The metal 1 layer:
The bar under the picture is 50 µm long.
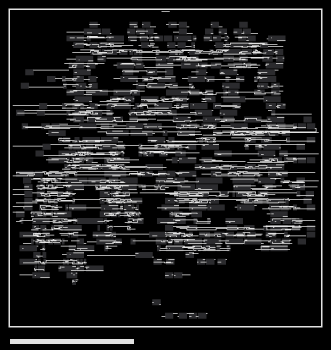
Signal wires on met2:
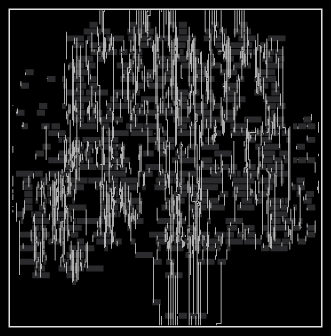
Met3 routing:
The bar under the picture is 50 µm long.
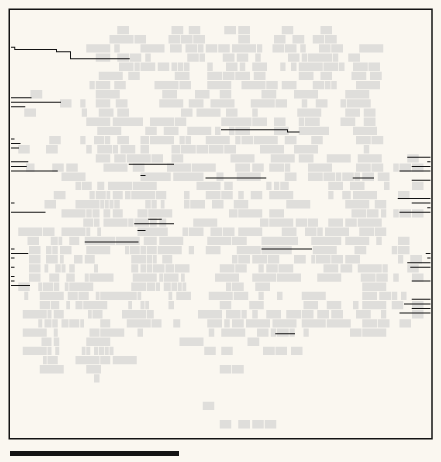
**config.mk**
```make
export PLATFORM = sky130hd
export DESIGN_NAME = ws2812_chain_driver
export DESIGN_NICKNAME = d
export VERILOG_FILES = /design/src/rtl/ws2812_pkg.sv /design/src/rtl/ws2812_bit_timer.sv /design/src/rtl/ws2812_chain_driver.sv
export SDC_FILE = /design/constraint.sdc
export NUM_CORES = 1
export LEC_CHECK = 0
export CORE_AREA = 2 2 123 125
export DETAILED_ROUTE_END_ITERATION = 12
export DIE_AREA = 0 0 125 127
export SYNTH_ARGS = -nofsm -noshare
export SYNTH_HDL_FRONTEND = slang
export SYNTH_HIERARCHICAL = 1
export SYNTH_SLANG_ARGS = --single-unit
```
**constraint.sdc**
```tcl
create_clock -name clk -period 5.6 [get_ports clk]
set_input_delay 0.56 -clock clk [delete_from_list [all_inputs] [get_ports clk]]
set_output_delay 0.56 -clock clk [all_outputs]
set_load 0.01 [all_outputs]
```
**src/rtl/ws2812_pkg.sv**
```systemverilog
// ws2812 chain driver: shared state encoding and timing helpers.
// Cycle counts are derived from clock frequency at elaboration time.
package ws2812_pkg;

    typedef enum logic [1:0] {
        IDLE,
        SEND,
        LATCH
    } state_t;

    localparam int MIN_HIGH_CYCLES  = 1;
    localparam int MIN_LATCH_CYCLES = 1;

    function automatic int ns_to_cycles(input int hz, input int ns);
        longint prod;
        prod = longint'(hz) * longint'(ns);
        return int'(prod / 64'sd1_000_000_000);
    endfunction

    function automatic int us_to_cycles(input int hz, input int us);
        longint prod;
        prod = longint'(hz) * longint'(us);
        return int'(prod / 64'sd1_000_000);
    endfunction

    function automatic bit timing_ok(
        input int c0h,
        input int c1h,
        input int cbit,
        input int clatch
    );
        return (c0h >= MIN_HIGH_CYCLES) && (c0h < c1h) &&
               (c1h < cbit) && (clatch >= MIN_LATCH_CYCLES);
    endfunction

endpackage

```
**src/rtl/ws2812_bit_timer.sv**
```systemverilog
// Per-bit cycle counter; reports the high phase level and the last
// cycle of each bit period while run is asserted.
module ws2812_bit_timer #(
    parameter int CNT_BIT = 31,
    parameter int CNT_0H  = 10,
    parameter int CNT_1H  = 20
) (
    input  logic clk,
    input  logic reset,
    input  logic run,
    input  logic bit_val,
    output logic bit_end,
    output logic high
);

    localparam int CW = $clog2(CNT_BIT) + 1;

    logic [CW-1:0] cnt;
    logic [CW-1:0] high_len;

    assign high_len = bit_val ? CW'(CNT_1H) : CW'(CNT_0H);
    assign bit_end  = run && (cnt == CW'(CNT_BIT - 1));
    assign high     = run && (cnt < high_len);

    always_ff @(posedge clk) begin
        if (reset || !run || bit_end) begin
            cnt <= '0;
        end else begin
            cnt <= cnt + CW'(1);
        end
    end

endmodule

```
**src/rtl/ws2812_chain_driver.sv**
```systemverilog
// Frame-based WS2812/SK6812 chain driver with start/ready handshake,
// per-frame data snapshot and a guaranteed latch period.
module ws2812_chain_driver
    import ws2812_pkg::*;
#(
    parameter int CLK_SPEED    = 25_000_000,
    parameter int LED_CNT      = 3,
    parameter int BITS_PER_LED = 24,
    parameter int TBIT_NS      = 1250,
    parameter int T0H_NS       = 400,
    parameter int T1H_NS       = 800,
    parameter int TLATCH_US    = 80
) (
    input  logic                            clk,
    input  logic                            reset,
    input  logic [LED_CNT*BITS_PER_LED-1:0] data,
    input  logic                            start,
    input  logic                            auto_refresh,
    output logic                            ready,
    output logic                            busy,
    output logic                            frame_done,
    output logic                            led_o
);

    localparam int CNT_BIT   = ns_to_cycles(CLK_SPEED, TBIT_NS);
    localparam int CNT_0H    = ns_to_cycles(CLK_SPEED, T0H_NS);
    localparam int CNT_1H    = ns_to_cycles(CLK_SPEED, T1H_NS);
    localparam int CNT_LATCH = us_to_cycles(CLK_SPEED, TLATCH_US);
    localparam int N         = LED_CNT * BITS_PER_LED;
    localparam int IW        = $clog2(N) + 1;
    localparam int LW        = $clog2(CNT_LATCH) + 1;

    if (!timing_ok(CNT_0H, CNT_1H, CNT_BIT, CNT_LATCH)) begin : g_bad_timing
        $error("ws2812_chain_driver: illegal bit/latch timing");
    end
    if (BITS_PER_LED != 24 && BITS_PER_LED != 32) begin : g_bad_width
        $error("ws2812_chain_driver: BITS_PER_LED must be 24 or 32");
    end

    state_t        state;
    state_t        state_nx;
    logic [N-1:0]  shreg;
    logic [N-1:0]  ordered;
    logic [IW-1:0] idx;
    logic [LW-1:0] lcnt;
    logic          run;
    logic          bit_end;
    logic          high;
    logic          last_bit;
    logic          latch_end;
    logic          load;

    // Snapshot is stored in wire order: pixel 0 MSB ends up at the top.
    always_comb begin
        ordered = '0;
        for (int i = 0; i < LED_CNT; i++) begin
            ordered[(LED_CNT-i)*BITS_PER_LED-1 -: BITS_PER_LED] =
                data[i*BITS_PER_LED +: BITS_PER_LED];
        end
    end

    assign run       = (state == SEND);
    assign last_bit  = bit_end && (idx == IW'(N - 1));
    assign latch_end = (state == LATCH) && (lcnt == LW'(CNT_LATCH - 1));
    assign ready     = (state == IDLE);
    assign busy      = !ready;

    ws2812_bit_timer #(
        .CNT_BIT (CNT_BIT),
        .CNT_0H  (CNT_0H),
        .CNT_1H  (CNT_1H)
    ) u_timer (
        .clk     (clk),
        .reset   (reset),
        .run     (run),
        .bit_val (shreg[N-1]),
        .bit_end (bit_end),
        .high    (high)
    );

    always_comb begin
        state_nx = state;
        load     = 1'b0;
        unique case (state)
            IDLE: begin
                if (start) begin
                    state_nx = SEND;
                    load     = 1'b1;
                end
            end
            SEND: begin
                if (last_bit) state_nx = LATCH;
            end
            LATCH: begin
                if (latch_end) begin
                    if (auto_refresh) begin
                        state_nx = SEND;
                        load     = 1'b1;
                    end else begin
                        state_nx = IDLE;
                    end
                end
            end
            default: state_nx = IDLE;
        endcase
    end

    always_ff @(posedge clk) begin
        if (reset) begin
            state      <= IDLE;
            shreg      <= '0;
            idx        <= '0;
            lcnt       <= '0;
            frame_done <= 1'b0;
            led_o      <= 1'b0;
        end else begin
            state      <= state_nx;
            frame_done <= latch_end;
            led_o      <= high;
            if (load) begin
                shreg <= ordered;
                idx   <= '0;
            end else if (bit_end) begin
                shreg <= shreg << 1;
                idx   <= idx + IW'(1);
            end
            if (state == LATCH && !latch_end) begin
                lcnt <= lcnt + LW'(1);
            end else begin
                lcnt <= '0;
            end
        end
    end

endmodule

```
==> flow_summary.yaml <==
# physical design summary
cts:
  clockBufferDepth: 2
  cts_hold_buf: 0
  post_cts_resized: 0
  htreeDepth: 3
final_timing:
  fin_crit_ps: 2950
  setup-tns-final_ps: 0
  clock_skew_ps: 7.09
  fin_ws_ps: 2650
power:
  internal-power_mw: 1.27
  power_frac_clock: 0.398
  seq_power_mw: 0.791
layout:
  post-route-util: 0.426
  nNonClkBuffers: 84
  regMostFlops: "shreg"
  flops: 102
  layout.nonclk_buf_frac: 0.134
  nMultiInputCombCells: 331
  sh_comb_area: 0.439
synthesis:
  largest_area_cell: "dfxtp_1"
  mux_share: 0.144
  synth.area.top_cells: "dfxtp_1 41%, a211oi_2 17%, mux2i_1 14%"
  synthTopLogicFamily: "AND-OR/OR-AND gates"
  xor_share: 0.0351
  ys_seq_share: 0.409
global_route:
  grt_util_met1: 0.173
  grt_overflow_total: 0
worst_setup_path:
  reg2reg_to: "shreg[37]"
  cp-startpoint: "lcnt[0]"
  critical_path_depth: 5
  cp-start-kind: "register"
run_status:
  status: "complete, no violations"
floorplanning:
  die-area_um2: 15900
routing:
  top_layer: "met4"
  route.met3.wl_um: 327
  detail_route.wirelength.met1_um: 5110
place:
  placed_cell_area_um2: 5830
  placement.io_buffers: 79
hold_path:
  hold_end: "lcnt[0]"
  hold_class: "register to register"
Back to the opening pictures, 'the metal 1 layer':
wire length on this layer: 5110 µm
share of all routed wire: 48%
nets with wire on the layer: 567

Back to the opening pictures, 'signal wires on met2':
wire length on this layer: 5100 µm
main direction: vertical
longest straight run: 52.0 µm
nets with wire on the layer: 503
M2 GR Usage: 0.228
vias: 3689

Back to the opening pictures, 'met3 routing':
nets with wire on the layer: 42
share of all routed wire: 3.1%
main direction: horizontal

Power figures rest on the tool's default switching activity, not on a simulated workload.
